Fig. 1: run 1, logic cells by family
The bar under the picture is 50 um long.
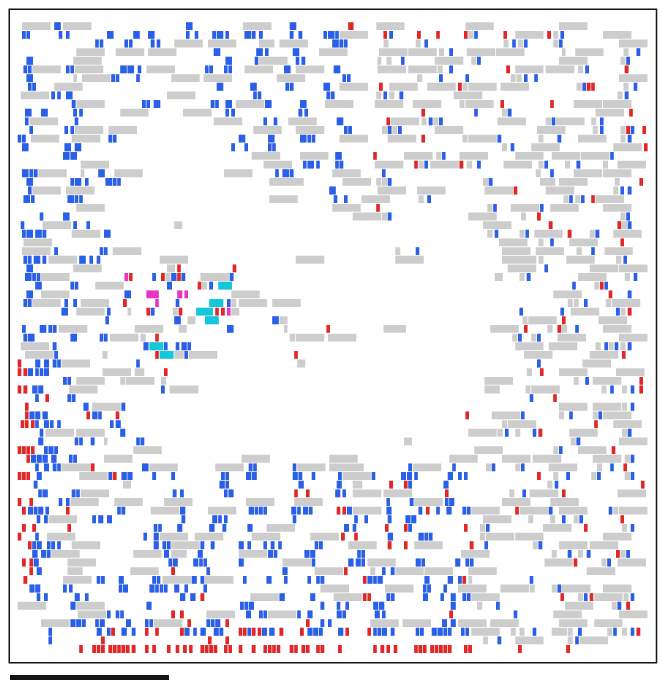
Fig. 2: run 1, metal 1
The bar under the picture is 50 um long. Supply wires on this layer in gray.
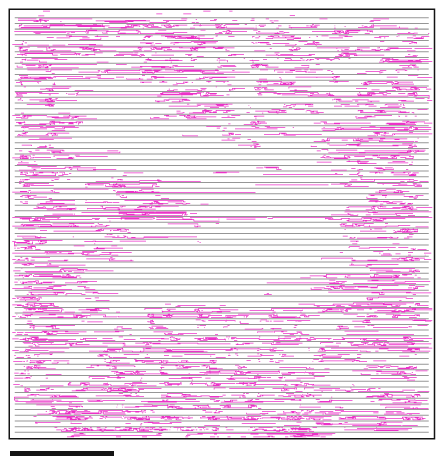
Fig. 3: run 1, met3 routing
The bar under the picture is 50 um long. Cells faint in the background.
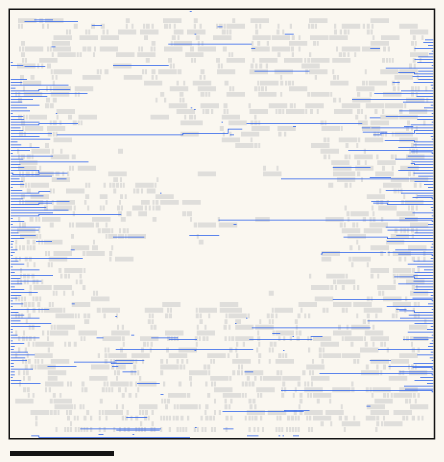
Fig. 4: run 1, congestion heat map
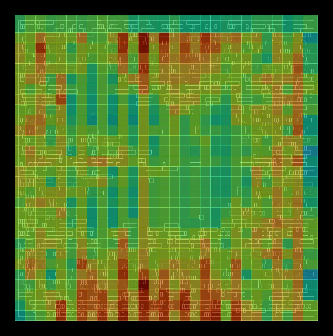
==> config.mk <==
export PLATFORM = sky130hd
export DESIGN_NAME = bus_arbiter
export DESIGN_NICKNAME = d
export VERILOG_FILES = /design/src/rtl/bus_arbiter.sv
export SDC_FILE = /design/constraint.sdc
export NUM_CORES = 1
export LEC_CHECK = 0
export ABC_AREA = 1
export CORE_AREA = 2 2 201 203
export DETAILED_ROUTE_END_ITERATION = 10
export DIE_AREA = 0 0 203 205
export DONT_BUFFER_PORTS = 1
export HOLD_SLACK_MARGIN = 0.08
export PLACE_DENSITY_LB_ADDON = 0.1
export RECOVER_POWER = 50
export SLEW_MARGIN = 15
export SYNTH_ARGS = -nofsm -noshare
export SYNTH_HDL_FRONTEND = slang
export SYNTH_SLANG_ARGS = --single-unit
==> constraint.sdc <==
create_clock -name CLK -period 12.35 [get_ports CLK]
set_input_delay 2.47 -clock CLK [delete_from_list [all_inputs] [get_ports CLK]]
set_output_delay 2.47 -clock CLK [all_outputs]
set_load 0.02 [all_outputs]
==> results.cfg, run 1 <==
; yosys + openroad results
[outcome]
status = complete, but fails checks
violations = max-capacitance violations, max-slew violations

[cts]
cts_tree = yes
cts_max_level = 1
cts_root_buffer = clkbuf_16
ctsHoldBuffers = 0
postCtsSetupBuffers = 0
cts.clk_slew.worst_paths_ns = 0.06
cts_sinks = 267
cts-resized-gates = 0
clk_latency_ns = 0.57
clk_path_buf_depth = 3
cts-buffers-inserted = 31

[floorplan]
taps = 525
die_h_um = 205
io_pins = 523
die_width_um = 203
fp_util_pct = 29.6
die_area_sq_mm = 0.0416
core_area_sq_mm = 0.0394
rows = 73

[synthesis]
yosysTopAreaCell = dfrtp_1
synth_seq_share_pct = 57.3
synth_flops = 267
synthesis.nets = 1650
synth_cell_type_count = 22
synth_cells = 1381
syn_area_per_cell_sq_um = 8.44
netlist_area_sq_mm = 0.0117
ys_cells = 1381
ys_area_sq_mm = 0.0117
top_cell_area_share_pct = 57.3
yosys_warnings = 0
area_leaders = dfrtp_1 (57%), nand2_1 (15%), inv_1 (6.7%)

[sta]
maxSlewViolCount = 223
finalSetupViolCount = 0
hold_viol_final = 0
totalNegativeSetupSlack_ns = 0
tightest_slew_ns = 5.16
grt_setup_unrepaired = false
worst_slack_ns = 6.04
clock.fmax_mhz = 159
clock_skew_ns = 0.0182
maxSlewHeadroom_pct = -246
finalClockPeriodUsage_pct = 51.1
fin_crit_ns = 6.31

[finish]
final_cell_mix = nand2_1 (461), dfrtp_1 (267), inv_1 (206)
seq_share_pct = 52.0
nNonClkBuffers = 11
buf_share_pct = 0.682
clk_share_pct = 7.76
finalNetCount = 1602
final_cell_area_sq_mm = 0.0128
logic_gates = 813
dominant-cell-class = registers
syn_to_final_growth_pct = 10.2
drive_above_1_share_pct = 4.52
clock_buffers = 43
n_antenna_cell = 0
seq_cells = 267
inv_count = 209
n_fill_cell = 4214
final-comb-area_sq_mm = 0.00364
regArea_sq_mm = 0.00668

[worst_hold_path]
holdCritPathClass = reg -> reg
hold_path_depth = 1

[pwr]
p_int_uw = 2080
p_switching_uw = 1670
swShare_pct = 44.5
leakage_uw = 0.00695
p_per_area_mw_per_mm2 = 292
p_clk_share_pct = 24.4
total_power_uw = 3750
seq_power_share_pct = 58.2
combPwrFrac_pct = 17.4
vdd_drop_max_mv = 0.0832

[placement]
place_ws_ns = 7.84
placed_cells_incl_taps = 1825
dp_hpwl_um = 25500
gp_congestion = 0.774
io_buffers = 0
postPlaceCellArea_sq_mm = 0.0119

[flow_run]
cap_violations = 3
openroad.warnings = 34

[worst_setup_path]
required_ns = 12.84
end_kind = flip-flop
rrSetupSlack_ns = 7.19
path_class = in -> reg
critPathArrivalTime_ns = 6.80
startpoint_type = input port
r2r_cells = 11
crit_fanout = 66

[global_routing]
grt_max_degree = 159
grt_overflow = 0
grt_pass1_wl_um = 56300
grt_pass1_vias = 8806
antenna_found_initial = 0

[detailed_routing]
drtAntennaViolNets = 0
drc = 0
viasPerCell = 4.74
firstDrtPassIters = 5
first_iter_violations = 583
About Fig. 1:
color	family	cells
red	inv cells	209
magenta	nor cells	6
blue	nand cells	662
cyan	fa/ha/maj cells	6
logic share of the area: 28.3%
most frequent logic cell in the layout: nand2_1
fin cells: 1875

About Fig. 2:
nets with wire on the layer	1490
wire length on this layer	14900 um
via count: 8880
final WL: 37900 um
global routing usage on met1: 21.3%

About Fig. 3:
share of all routed wire	9.7%
wire length on this layer	3680 um
GR met3 Demand/Resource: 6.14%

About Fig. 4:
wire per inst: 20.2 um
GRT Total Usage: 17.4%
Most Crowded Layer GR: met2
met2 GRT Util: 28.6%

## run 1: layer usage
layer  vias to the layer above  wire [um]  GRT usage, %
met5                         -          0             0
met4                         0       1110          5.92
met3                        61       3680          6.14
met2                       355      18200          28.6
met1                      4252      14900          21.3
li1                       4212          -             -
## run 1: Yosys cell counts
| cell | instances |
|---|---|
| nand2_2 | 1 |
| nand2_1 | 463 |
| inv_1 | 207 |
| xnor2_1 | 1 |
| a22oi_1 | 1 |
| xor2_1 | 1 |
| buf_2 | 28 |
| buf_4 | 15 |
| nand4_1 | 66 |
| inv_2 | 2 |
| a21oi_1 | 1 |
| buf_6 | 17 |
| nor2_2 | 1 |
| dfrtp_1 | 267 |
| o21ai_1 | 28 |
| nand3_1 | 132 |
| nor2_1 | 4 |
| buf_1 | 8 |
| clkbuf_1 | 24 |
| o21ai_0 | 107 |
| nor3_1 | 1 |
| ha_1 | 6 |
## run 1: metrics by stage
stage               utilization (%)  hold slack (ns)
detailed placement             30.2            0.477
floorplan                         -            0.422
global placement               30.2            0.484
finish                         32.6            0.484
CTS                            32.7            0.485
global route                   32.6            0.534
## run 1: logic make-up after synthesis
kind of cell | after synthesis | synth area share (%)
flops | 267 | 57.3
simple gates | 668 | 24.4
buf+inv | 301 | 11.6
compound gates | 137 | 5.90
fa+ha+maj | 6 | 0.644
xor+xnor | 2 | 0.150
## run 1: critical path, stage by stage
cell      delay, ns
inv_1          0.03
nor2_1         0.04
nand2_2        0.04
clkbuf_1       2.33
nand2_2        0.93
buf_4          0.61
nand2_1        0.14
nand3_1        0.08
nand2_1        0.09
## run 1: power by group through the flow
stage	sequential [uW]	clock, uW	combinational (uW)
after floorplan	2010	0	564
after global placement	2210	0	653
after detailed placement	2200	0	670
after CTS	2190	948	669
after global routing	2230	982	784
final	2180	915	652
==> run 2, diff against run 1 <==
==> constraint.sdc (replaced) <==
create_clock -name CLK -period 5.8 [get_ports CLK]
set_input_delay 1.16 -clock CLK [delete_from_list [all_inputs] [get_ports CLK]]
set_output_delay 1.16 -clock CLK [all_outputs]
set_load 0.02 [all_outputs]
Fig. 5: run 2, zoomed window
The bar under the picture is 10 um long. Region (132, 31) to (172, 71) um. Cells in gray, sequential cells in the stronger gray; small squares are vias.
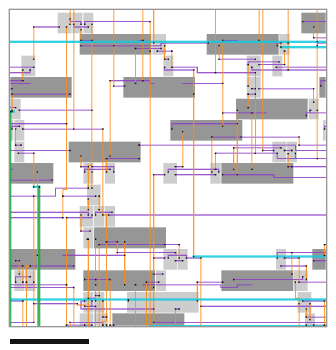
color	layer
orange	M2
cyan	M3
green	M4
purple	M1
most frequent	nand2_1 (19), dfrtp_1 (14), o21ai_0 (7)
sequential cells in the window	14
cells with their middle in the window	53

==> run 2 against run 1 <==
Against the previous run:
- sequential share of layout area decreased by 0.71 points
- highest routed layer unchanged
- non-clock buffer count grew 2
- register-to-register slack got worse by 5.0 ns
- total power grew 120%
- the run still ends with max-capacitance violations, max-slew violations left
- global-route usage rose by 0.052 points
- largest power group unchanged
==> results.cfg, run 2 <==
; yosys + openroad results
[cts]
cts_root_buffer = clkbuf_16
clk_path_buf_depth = 3
cts-buffers-inserted = 31
cts_sinks = 267
clk_latency_ns = 0.56
cts-resized-gates = 0
cts_tree = yes
cts_max_level = 1
ctsHoldBuffers = 0
cts.clk_slew.worst_paths_ns = 0.06

[synthesis]
yosysMostFrequentCell = nand2_1
synth_flops = 267
common_cells = nand2_1 (463), dfrtp_1 (267), inv_1 (207), nand3_1 (132), o21ai_0 (107)
synth_cell_type_count = 22
synth_seq_share_pct = 57.3
ys_area_sq_mm = 0.0117
ys_cells = 1381
ys.flop_type = dfrtp_1
async_flop_share_pct = 100
edf_count = 0
yosysTopAreaCell = dfrtp_1
top_cell_area_share_pct = 57.3
synth_cells = 1381
netlist_area_sq_mm = 0.0117
area_leaders = dfrtp_1 (57%), nand2_1 (15%), inv_1 (6.7%)
syn_area_per_cell_sq_um = 8.44
synthesis.nets = 1650

[worst_setup_path]
path_buffers = 3
cpPeakStageDelay_ns = 1.63
required_ns = 6.21
r2r_cells = 6
rrSetupSlack_ns = 2.18
critPathArrivalTime_ns = 4.03
startpoint_type = flip-flop
crit_fanout = 72
end_kind = flip-flop
path_depth = 6
path_class = reg -> reg
crit_family = buffers and inverters

[finish]
postLayoutCoreUtil_pct = 33.1
final_common_cell = nand2_1
regArea_sq_mm = 0.00668
final-comb-area_sq_mm = 0.00363
finalNetCount = 1604
n_antenna_cell = 0
final_cell_mix = nand2_1 (461), dfrtp_1 (267), inv_1 (206)
n_fill_cell = 4188

[placement]
io_buffers = 0
gp_congestion = 0.766
dp_hpwl_um = 25500

[detailed_routing]
firstDrtPassIters = 4
vias = 8930
viasPerCell = 4.74
drc = 0
wl_um = 37800
drtAntennaViolNets = 0
first_iter_violations = 496
wl_per_cell_um = 20.1

[flow_run]
cap_violations = 3
openroad.warnings = 32

[pwr]
p_switching_uw = 3580
leakage_uw = 0.00704
p_int_uw = 4660
combPwrFrac_pct = 16.9
swShare_pct = 43.4
vdd_drop_max_mv = 0.219
total_power_uw = 8240
p_clk_share_pct = 26.8
seq_power_share_pct = 56.3
p_per_area_mw_per_mm2 = 633

[global_routing]
globalRouteTotalUtil_pct = 17.5
grt_pass1_wl_um = 56600
antenna_found_initial = 0
grt_pass1_vias = 8835
grt_overflow = 0
grt_max_degree = 127

[sta]
clock_skew_ns = 0.0112
fin_crit_ns = 3.62
finalClockPeriodUsage_pct = 62.5
totalNegativeSetupSlack_ns = 0
finalSetupViolCount = 0
hold_viol_final = 0
clock.fmax_mhz = 276
grt_setup_unrepaired = false
tightest_slew_ns = 2.57
maxSlewViolCount = 186

[floorplan]
die_area_sq_mm = 0.0416
core_area_sq_mm = 0.0394
rows = 73
fp_util_pct = 29.6
die_width_um = 203
die_h_um = 205
io_pins = 523

[worst_hold_path]
holdCritPathClass = reg -> reg
hold_path_depth = 1

[outcome]
violations = max-capacitance violations, max-slew violations
status = complete, but fails checks
==> run 2: power groups by stage <==
stage                     Sequential, uW  Clock, uW  Combinational, uW
final                               4640       2210               1390
after global routing                4750       2360               1670
after CTS                           4680       2280               1430
after detailed placement            4690          0               1430
after global placement              4710          0               1390
after floorplan                     4290          0               1200
==> run 2: cell type report <==
cell class | instances | area share [%]
sequential | 267 | 51.3
timing repair buffer | 13 | 0.769
multi-input combinational | 813 | 27.9
clock inverter | 11 | 1.82
clock buffer | 45 | 7.13
inverter | 209 | 6.03
tap | 525 | 5.04
==> run 2: logic make-up after synthesis <==
kind of cell | Yosys count | synth area share [%]
AOI/OAI and AO/OA | 137 | 5.90
xor gates and xnor gates | 2 | 0.150
adders and majority gates | 6 | 0.644
buffers and inverters | 301 | 11.6
DFF | 267 | 57.3
and+or+nand+nor | 668 | 24.4
==> run 2: worst reg2reg max path: cells and delay by family, from the launching register on <==
kind	cells	cell delay, ns
AOI/OAI and AO/OA	1	0.23
buffers and inverters	3	2.51
DFF	1	0.37
adders and majority gates	1	0.25
and+or+nand+nor	1	0.11
==> run 2: metrics by stage <==
step	cell area (sq um)	cells	setup slack [ns]
finish	13000	1883	2.18
global route	13000	1883	1.61
CTS	13100	1882	3.40
detailed placement	11900	1826	2.79
global placement	11900	1826	2.82
floorplan	11700	1381	1.11
==> run 2: routing by layer <==
metal	vias up	track usage, %	wire length (um)
met4	0	6.07	1160
met3	60	6.36	3760
li1	4211	-	-
met1	4297	21.9	15100
met5	-	0	0
met2	362	27.9	17800
Power is estimated from default activity; no workload was simulated.
